### config.mk
export PLATFORM = sky130hd
export DESIGN_NAME = friscv_dispatcher
export DESIGN_NICKNAME = d
export VERILOG_FILES = /design/src/rtl/friscv_dispatcher.sv
export SDC_FILE = /design/constraint.sdc
export NUM_CORES = 1
export LEC_CHECK = 0
export ABC_CLOCK_PERIOD_IN_PS = 2900
export CAP_MARGIN = 20
export CORE_MARGIN = 1
export CORE_UTILIZATION = 49
export DETAILED_ROUTE_END_ITERATION = 6
export PLACE_DENSITY = 0.78
export RECOVER_POWER = 50
export SYNTH_ARGS = -nofsm -noshare
export SYNTH_HDL_FRONTEND = slang
export SYNTH_SLANG_ARGS = --single-unit
### constraint.sdc
create_clock -name aclk -period 2.9 [get_ports aclk]
set_input_delay 0.29 -clock aclk [delete_from_list [all_inputs] [get_ports aclk]]
set_output_delay 0.29 -clock aclk [all_outputs]
set_load 0.05 [all_outputs]
### src/rtl/friscv_dispatcher.sv
// friscv_dispatcher: single-entry issue stage between fetch and the execution
// units. Holds one instruction, classifies it by opcode, checks it against a
// scoreboard of in-flight processing-unit writes and issues it to the
// processing or control port once no hazard remains.
//
//   state | meaning
//   EMPTY | nothing held, ready to accept
//   STALL | instruction held, issues as soon as no register hazard remains
//   DRAIN | serializing instruction held, also waits for an empty scoreboard
module friscv_dispatcher #(
   parameter int XLEN   = 32,
   parameter int NB_REG = 32
) (
   input  logic            aclk,
   input  logic            arst,
   input  logic            flush,
   input  logic            inst_valid,
   output logic            inst_ready,
   input  logic [XLEN-1:0] inst,
   input  logic [XLEN-1:0] inst_pc,
   output logic            proc_valid,
   input  logic            proc_ready,
   output logic            ctrl_valid,
   input  logic            ctrl_ready,
   output logic [XLEN-1:0] issue_inst,
   output logic [XLEN-1:0] issue_pc,
   output logic            ctrl_dec_error,
   input  logic            done_valid,
   input  logic [4:0]      done_rd,
   output logic            sb_empty
);

   localparam logic [6:0] OP_LOAD   = 7'b0000011;
   localparam logic [6:0] OP_STORE  = 7'b0100011;
   localparam logic [6:0] OP_IMM    = 7'b0010011;
   localparam logic [6:0] OP_OP     = 7'b0110011;
   localparam logic [6:0] OP_LUI    = 7'b0110111;
   localparam logic [6:0] OP_AUIPC  = 7'b0010111;
   localparam logic [6:0] OP_JAL    = 7'b1101111;
   localparam logic [6:0] OP_JALR   = 7'b1100111;
   localparam logic [6:0] OP_BRANCH = 7'b1100011;
   localparam logic [6:0] OP_SYSTEM = 7'b1110011;
   localparam logic [6:0] OP_FENCE  = 7'b0001111;

   typedef enum logic [1:0] {EMPTY, STALL, DRAIN} state_t;

   state_t            state, state_next;
   logic [NB_REG-1:0] busy, busy_next;
   logic [6:0]        op;
   logic [2:0]        f3;
   logic [4:0]        rs1, rs2, rd;
   logic              is_proc, is_err, use_rs1, use_rs2, use_rd, hazard;
   logic              held, can_issue, proc_fire, issue_fire, accept;

   // Serializing instructions (fence, ecall/ebreak/mret...) must see an empty scoreboard.
   function automatic logic is_serial(input logic [6:0] opc, input logic [2:0] fn3);
      return (opc == OP_FENCE) || (opc == OP_SYSTEM && fn3 == 3'b000);
   endfunction

   assign op  = issue_inst[6:0];
   assign f3  = issue_inst[14:12];
   assign rd  = issue_inst[11:7];
   assign rs1 = issue_inst[19:15];
   assign rs2 = issue_inst[24:20];

   // Decode of the held instruction and register hazard check against the scoreboard.
   always_comb begin
      is_proc = (op == OP_LOAD) || (op == OP_STORE) || (op == OP_IMM) || (op == OP_OP);
      is_err  = !(is_proc || op == OP_LUI || op == OP_AUIPC || op == OP_JAL ||
                  op == OP_JALR || op == OP_BRANCH || op == OP_SYSTEM || op == OP_FENCE);
      use_rs1 = is_proc || op == OP_JALR || op == OP_BRANCH ||
                (op == OP_SYSTEM && (f3 == 3'b001 || f3 == 3'b010 || f3 == 3'b011));
      use_rs2 = (op == OP_STORE) || (op == OP_OP) || (op == OP_BRANCH);
      use_rd  = !((op == OP_STORE) || (op == OP_BRANCH) || (op == OP_FENCE) ||
                  (op == OP_SYSTEM && f3 == 3'b000));
      hazard  = (use_rs1 && rs1 != 5'd0 && busy[rs1]) ||
                (use_rs2 && rs2 != 5'd0 && busy[rs2]) ||
                (use_rd  && rd  != 5'd0 && busy[rd]);
   end

   // FSM state register.
   always_ff @(posedge aclk or posedge arst) begin
      if (arst) state <= EMPTY;
      else      state <= state_next;
   end

   // FSM next state: flush wins; otherwise load on accept, leave on issue.
   always_comb begin
      state_next = state;
      if (flush) begin
         state_next = EMPTY;
      end else begin
         case (state)
            EMPTY: if (accept)
                      state_next = is_serial(inst[6:0], inst[14:12]) ? DRAIN : STALL;
            STALL, DRAIN: if (issue_fire) begin
                      if (accept) state_next = is_serial(inst[6:0], inst[14:12]) ? DRAIN : STALL;
                      else        state_next = EMPTY;
                   end
            default: state_next = EMPTY;
         endcase
      end
   end

   // FSM outputs: valids depend only on the held instruction and scoreboard, never on ready.
   always_comb begin
      held           = (state != EMPTY);
      can_issue      = held && !hazard && (state != DRAIN || sb_empty);
      proc_valid     = can_issue && is_proc;
      ctrl_valid     = can_issue && !is_proc;
      ctrl_dec_error = held && is_err;
      proc_fire      = proc_valid && proc_ready;
      issue_fire     = proc_fire || (ctrl_valid && ctrl_ready);
      inst_ready     = !flush && (state == EMPTY || issue_fire);
      accept         = inst_valid && inst_ready;
   end

   // Scoreboard update: retire clears, processing issue with a real rd sets.
   always_comb begin
      busy_next = busy;
      if (done_valid) busy_next[done_rd] = 1'b0;
      if (proc_fire && use_rd && rd != 5'd0) busy_next[rd] = 1'b1;
      busy_next[0] = 1'b0;
   end

   // Scoreboard and its registered empty flag.
   always_ff @(posedge aclk or posedge arst) begin
      if (arst) begin
         busy     <= '0;
         sb_empty <= 1'b1;
      end else begin
         busy     <= busy_next;
         sb_empty <= ~|busy_next;
      end
   end

   // Issue register loads on every accepted instruction.
   always_ff @(posedge aclk or posedge arst) begin
      if (arst) begin
         issue_inst <= '0;
         issue_pc   <= '0;
      end else if (accept) begin
         issue_inst <= inst;
         issue_pc   <= inst_pc;
      end
   end

endmodule

==> results.txt <==
Type of the tightest min-delay check = primary input to flip-flop
Status = complete, but fails checks
Most frequent logic cell in the layout = clkdlybuf4s50_1
Int Pwr = 4.99 mW
Setup Viol. Count Final = 1
Area leader share = 29.3%
Routed wl met2 = 11.7 mm
Buffers excl. clock = 230
CP max FO = 7
Met3 usage = 6.23%
Utilization after layout = 62.3%
Antenna violations before repair = 0
Max Slew Vio Count = 0
Final worst slack = -0.00184 ns
Critical path required time = 2.61 ns
Violated checks = setup timing
Top cells, area = dfrtp_1 29%, o311ai_2 12%, clkbuf_8 6.1%, nand4_1 5.7%, a31oi_1 5.4%
Root Driver = clkbuf_16
Non-Clock Buffer Area Fraction = 21.7%
Final Cell Area = 10300 sq um
Power Dens Cells = 991 nW/um^2
Comb pwr share = 65.5%
Logic power comb = 6.68 mW
Basic Gates by Area = 16.6%
Top_reg_cell synth = dfrtp_1
Total track usage = 30.0%
Yosys synthesis chip area = 8290 sq um
Synthesized area per cell = 10.1 sq um
Normalized max-slew margin = 6.59%
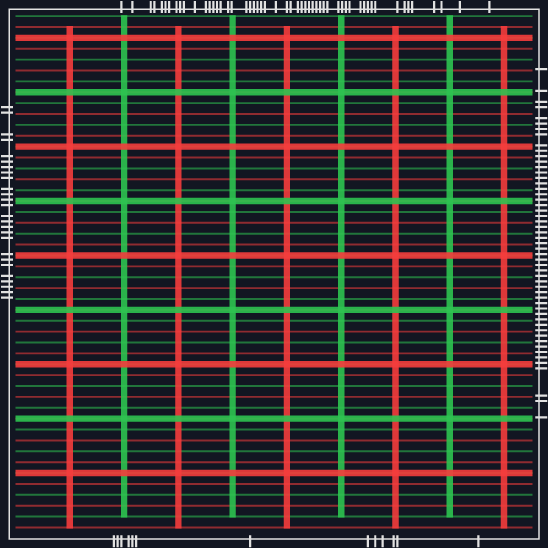
**Above:** PDN straps and rails.
Scale: 4 px per um. Pins as bars on the die edge.
legend:
  VDD:
    colour: green
  VSS:
    colour: red
met4 straps: 9
met5 straps: 9
met1 rails: 48
signal pins: 145
CORE AREA: 16500 sq um
Die W: 132 um
die height: 132 um
peak supply drop: 0.641 mV

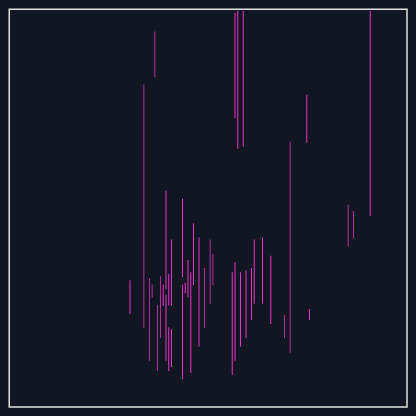
**Above:** the metal 4 layer.
Scale: 3 px per um.
nets with wire on the layer: 39
main direction: vertical
wire length on this layer: 1020 um
DR vias: 8107
total wire length: 26.5 mm

Power and IR drop assume default switching activity.
